===== src/rtl/usb_rw_sequencer.sv =====
// Two-phase USB read/write sequencer in front of ProtocolFSM: address OUT, then data OUT/IN.
// Optional per-phase watchdog and wdog_fired output are enabled with RW_WATCHDOG_EN.
`timescale 1ns/1ps
module usb_rw_sequencer #(
    parameter logic [6:0]  DEV_ADDR    = 7'd5,
    parameter logic [3:0]  ADDR_ENDP   = 4'd4,
    parameter logic [3:0]  DATA_ENDP   = 4'd8,
    parameter int unsigned RETRY_MAX   = 2
`ifdef RW_WATCHDOG_EN
    ,
    parameter int unsigned WDOG_CYCLES = 4096
`endif
) (
    input  logic        clk,
    input  logic        rst_L,
    input  logic        start,
    input  logic        rw,
    input  logic [15:0] mem_addr,
    input  logic [63:0] wr_data,
    output logic        busy,
    output logic        done,
    output logic        success,
    output logic [63:0] rd_data,
    output logic        send_in,
    output logic        input_ready,
    output logic [63:0] data,
    output logic [6:0]  addr,
    output logic [3:0]  endp,
    input  logic        free,
    input  logic        cancel,
    input  logic        recv_ready,
    input  logic [63:0] data_recv
`ifdef RW_WATCHDOG_EN
    ,
    output logic        wdog_fired
`endif
);

    typedef enum logic [2:0] {
        S_IDLE    = 3'd0,
        S_A_ISSUE = 3'd1,
        S_A_WAIT  = 3'd2,
        S_D_ISSUE = 3'd3,
        S_D_WAIT  = 3'd4,
        S_FIN     = 3'd5
    } state_t;

    localparam logic [2:0] RETRY_LIM = 3'(RETRY_MAX);

    state_t      state_q, state_d;
    logic [2:0]  retry_q, retry_d;
    logic        rw_q, rw_d;
    logic [15:0] mem_addr_q, mem_addr_d;
    logic [63:0] wr_data_q, wr_data_d;
    logic [63:0] rd_data_q, rd_data_d;
    logic        success_q, success_d;
    logic        issue;
    logic        in_wait;
    logic        wait_event;
    logic        timeout_fire;

    assign in_wait    = (state_q == S_A_WAIT) || (state_q == S_D_WAIT);
    assign wait_event = cancel
                      || ((state_q == S_A_WAIT) && free)
                      || ((state_q == S_D_WAIT) && (rw_q ? recv_ready : free));

`ifdef RW_WATCHDOG_EN
    localparam int unsigned WDOG_W    = $clog2(WDOG_CYCLES) + 1;
    localparam logic [WDOG_W-1:0] WDOG_LAST = WDOG_W'(WDOG_CYCLES - 1);

    logic [WDOG_W-1:0] wdog_cnt_q;
    logic              wdog_fired_q;

    // Fire on the cycle whose increment would land on the limit, so done
    // appears exactly WDOG_CYCLES cycles after the issue pulse.
    assign timeout_fire = in_wait && !wait_event && ((wdog_cnt_q + 1'b1) == WDOG_LAST);

    always_ff @(posedge clk or negedge rst_L) begin
        if (!rst_L) begin
            wdog_cnt_q   <= '0;
            wdog_fired_q <= 1'b0;
        end else begin
            if (input_ready) begin
                wdog_cnt_q <= '0;
            end else if (in_wait) begin
                wdog_cnt_q <= wdog_cnt_q + 1'b1;
            end
            wdog_fired_q <= timeout_fire;
        end
    end

    assign wdog_fired = wdog_fired_q;
`else
    assign timeout_fire = 1'b0;
`endif

    always_comb begin
        // NOTE: every signal written here gets its default first, so no path can infer a latch.
        state_d    = state_q;
        retry_d    = retry_q;
        rw_d       = rw_q;
        mem_addr_d = mem_addr_q;
        wr_data_d  = wr_data_q;
        rd_data_d  = rd_data_q;
        success_d  = success_q;
        issue      = 1'b0;

        case (state_q)
            S_IDLE: begin
                if (start) begin
                    rw_d       = rw;
                    mem_addr_d = mem_addr;
                    wr_data_d  = wr_data;
                    retry_d    = '0;
                    state_d    = S_A_ISSUE;
                end
            end
            S_A_ISSUE: begin
                if (free) begin
                    issue   = 1'b1;
                    state_d = S_A_WAIT;
                end
            end
            S_A_WAIT: begin
                if (cancel) begin
                    if (retry_q < RETRY_LIM) begin
                        retry_d = retry_q + 3'd1;
                        state_d = S_A_ISSUE;
                    end else begin
                        success_d = 1'b0;
                        state_d   = S_FIN;
                    end
                end else if (free) begin
                    retry_d = '0;
                    state_d = S_D_ISSUE;
                end else if (timeout_fire) begin
                    success_d = 1'b0;
                    state_d   = S_FIN;
                end
            end
            S_D_ISSUE: begin
                if (free) begin
                    issue   = 1'b1;
                    state_d = S_D_WAIT;
                end
            end
            S_D_WAIT: begin
                // Returned IN data wins over a cancel seen in the same cycle.
                if (rw_q && recv_ready) begin
                    rd_data_d = data_recv;
                    success_d = 1'b1;
                    state_d   = S_FIN;
                end else if (cancel) begin
                    if (retry_q < RETRY_LIM) begin
                        retry_d = retry_q + 3'd1;
                        state_d = S_D_ISSUE;
                    end else begin
                        success_d = 1'b0;
                        state_d   = S_FIN;
                    end
                end else if (!rw_q && free) begin
                    success_d = 1'b1;
                    state_d   = S_FIN;
                end else if (timeout_fire) begin
                    success_d = 1'b0;
                    state_d   = S_FIN;
                end
            end
            S_FIN: begin
                state_d = S_IDLE;
            end
            default: begin
                state_d = S_IDLE;
            end
        endcase
    end

    always_ff @(posedge clk or negedge rst_L) begin
        if (!rst_L) begin
            state_q    <= S_IDLE;
            retry_q    <= '0;
            rw_q       <= 1'b0;
            mem_addr_q <= '0;
            wr_data_q  <= '0;
            rd_data_q  <= '0;
            success_q  <= 1'b0;
        end else begin
            // NOTE: sequential state uses non-blocking assignment so all registers update together.
            state_q    <= state_d;
            retry_q    <= retry_d;
            rw_q       <= rw_d;
            mem_addr_q <= mem_addr_d;
            wr_data_q  <= wr_data_d;
            rd_data_q  <= rd_data_d;
            success_q  <= success_d;
        end
    end

    // Transaction fields decode from state and latched request only, so they
    // hold steady from issue through the wait while ProtocolFSM resends.
    always_comb begin
        send_in = 1'b0;
        endp    = '0;
        data    = '0;
        case (state_q)
            S_A_ISSUE, S_A_WAIT: begin
                endp = ADDR_ENDP;
                data = {48'b0, mem_addr_q};
            end
            S_D_ISSUE, S_D_WAIT: begin
                endp    = DATA_ENDP;
                send_in = rw_q;
                data    = rw_q ? 64'b0 : wr_data_q;
            end
            default: begin
                send_in = 1'b0;
            end
        endcase
    end

    assign busy        = (state_q != S_IDLE);
    assign done        = (state_q == S_FIN);
    assign success     = success_q;
    assign rd_data     = rd_data_q;
    assign input_ready = issue;
    assign addr        = DEV_ADDR;

    a_ir_single: assert property (@(posedge clk) disable iff (!rst_L)
        input_ready |=> !input_ready);
    a_done_single: assert property (@(posedge clk) disable iff (!rst_L)
        done |=> !done);
    a_wait_stable: assert property (@(posedge clk) disable iff (!rst_L)
        in_wait |-> $stable({send_in, endp, data}));

endmodule

===== config.mk =====
export PLATFORM = sky130hd
export DESIGN_NAME = usb_rw_sequencer
export DESIGN_NICKNAME = d
export VERILOG_FILES = /design/src/rtl/usb_rw_sequencer.sv
export SDC_FILE = /design/constraint.sdc
export NUM_CORES = 1
export LEC_CHECK = 0
export ABC_CLOCK_PERIOD_IN_PS = 2200
export CORE_ASPECT_RATIO = 0.75
export CORE_UTILIZATION = 25
export CTS_CLUSTER_DIAMETER = 40
export CTS_CLUSTER_SIZE = 24
export DETAILED_ROUTE_END_ITERATION = 8
export HOLD_SLACK_MARGIN = 0.15
export PLACE_DENSITY = 0.58
export SLEW_MARGIN = 0
export SYNTH_ARGS = -nofsm -noshare
export SYNTH_HDL_FRONTEND = slang
export SYNTH_SLANG_ARGS = --single-unit

===== constraint.sdc =====
create_clock -name clk -period 2.2 [get_ports clk]
set_clock_uncertainty 0.15 [all_clocks]
set_input_delay 0.22 -clock clk [delete_from_list [all_inputs] [get_ports clk]]
set_output_delay 0.22 -clock clk [all_outputs]
set_load 0.01 [all_outputs]

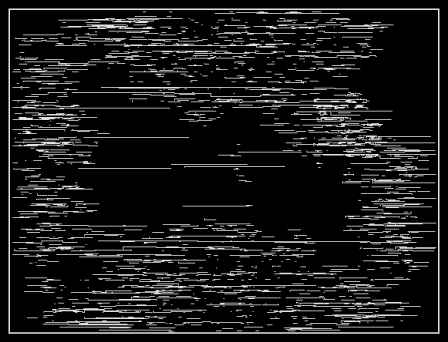
(M1 wires)
The layer carries 8990 microns of wire. 830 nets have wire on it. The longest straight run is 72.7 microns.

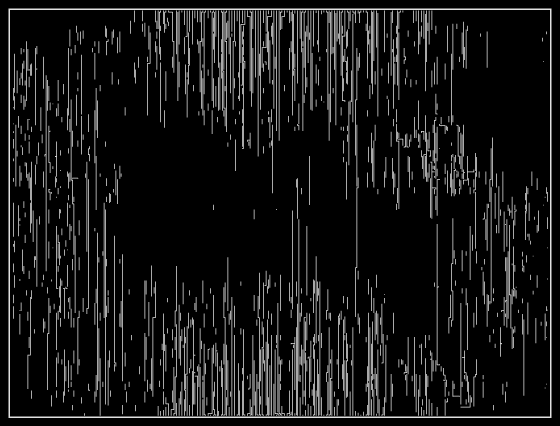
(met2 routing)
The layer carries 9240 microns of wire. 844 nets have wire on it. The layer holds 48% of the routed length.
DRT Wirelength: 19.46 mm
vias: 4751
met2 GRT Util: 22.47%

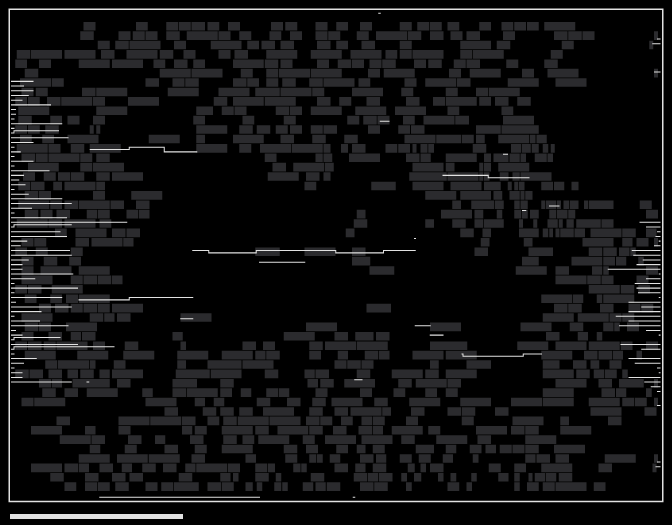
(signal wires on met3)
Bar = 50 microns.
The layer holds 5.1% of the routed length. The longest straight run is 46.2 microns. 112 nets have wire on it.
met3 Track Usage GR: 4.339%

==> flow_summary_export.csv <==
group,metric,value,unit
power_and_ir_drop,pg_seq,4.90,mW
critical_path,slowest_delay,400,ps
drt,wire_per_inst,17.17,microns
synthesis,synthXorXnorAreaFrac,0,%
finish,fillers,2368,
drt,highest_layer,"met4",
finish,largest_class,"sequential cells",
drt,dr_wl_met2,9.244,mm
critical_path,path_common_cell,"buf_4",
synthesis,synth.most_common_cell,"dfrtp_1",
final_timing,period_minus_slack,2298,ps
power_and_ir_drop,switchingPower,4.448,mW
final_timing,fin_crit_sh,104.5,%
power_and_ir_drop,p_int,10.20,mW
critical_path,worst_r2r_endpoint,"wr_data_q[48]$_DFFE_PN0P_",
synthesis,ys_area,6538,sq um
synthesis,synthFlopType,"dfrtp_1",
finish,layout.cells.non_filler,1133,
critical_path,worstPathRequired,1830,ps
hold_path,hp-start,"wr_data[32]",
clock_tree,hold_buffers,2,
drt,ant_nets,0,
finish,mi_logic_area,2605,sq um
synthesis,syn_inst,456,
synthesis,ys_seq_share,58.18,%
floorplan,taps,338,
floorplan,die_w,188.7,microns
synthesis,synthesis.area,6538,sq um
final_timing,setup_slack,-98.18,ps
critical_path,path_buffers,5,
synthesis,yosysWarnings,0,
drt,vias_per_cell,4.193,
synthesis,aoi_share,4.344,%
synthesis,top_cells_by_count,"152 x dfrtp_1, 138 x mux2_2, 50 x and2_1",
power_and_ir_drop,seq_power_share,33.5,%
critical_path,critPathArrivalTime,1930,ps
floorplan,die_y,142.0,microns
critical_path,crit-reg2reg-launch,"state_q[2]$_DFFE_PN0P_",
synthesis,ys_sh_simple,7.560,%
clock_tree,cts_resized,318,
critical_path,start_kind,"flop",
synthesis,syn_avg_cell_area,14.34,sq um
clock_tree,clock-sinks,152,
finish,drive_above_1_share,41.76,%
outcome,status,"finished, violations left",
critical_path,crit_fanout,10,
clock_tree,htreeDepth,4,
power_and_ir_drop,p_clk,3.16,mW
global_routing,antenna_found_initial,0,
finish,n_all_buffers,334,
finish,nClkBuffers,21,
synthesis,top_area_cell,"dfrtp_1",
final_timing,rsz0062_at_grt,"yes",
synthesis,synthMuxAreaShare,25.13,%
finish,buffer_area_share,31.45,%
clock_tree,clk-insertion-delay-late,420,ps
run,warnings,28,
synthesis,area_leaders,"dfrtp_1 58%, mux2_2 24%, and2_1 4.8%, a22o_1 2.3%, buf_6 2.2%",
synthesis,synth-adder-area-share,0.1914,%
hold_path,hold_path_class,"input pin to flop",
clock_tree,cts_buffer_depth,2,
critical_path,critPathKind,"flop to primary output",
hold_path,min_to,"wr_data_q[32]$_DFFE_PN0P_",
global_routing,top_usage_layer,"met2",
finish,regArea,3804,sq um
final_timing,finalHoldViolCount,0,
floorplan,dieArea,26810,sq um
place,gp_congestion,0.7552,
finish,utilization,43.09,%
finish,comb_area_share,23.86,%
drt,dr.pass1.iters,4,
power_and_ir_drop,clkPwrFrac,21.6,%
power_and_ir_drop,power,14.65,mW
drt,drt_iter0_markers,166,
final_timing,max_freq,0.4351,GHz
place,io_buffers,285,
global_routing,gr-usage-all-layers,14.33,%
floorplan,core_area,25340,sq um
finish,mostFrequentLayoutCell,"clkdlybuf4s50_1",
finish,area_growth,67.01,%
global_routing,grt_max_degree,53,
global_routing,overflow,0,
outcome,violations,"setup timing",
power_and_ir_drop,vdd_drop_max,0.0005842,V
run,cap_violations,0,
synthesis,synth_stat.cells,456,
clock_tree,cts_buffers,17,
place,dp_worst_setup_slack,-47.08,ps
critical_path,crit_family,"buffers and inverters",
place,dpl_cell_area,9867,sq um
place,dp_hpwl,13.28,mm
final_timing,setup_violations,54,
finish,seq_share,34.84,%
power_and_ir_drop,p_per_area,1342,nW/um^2
Power and IR drop assume default switching activity.
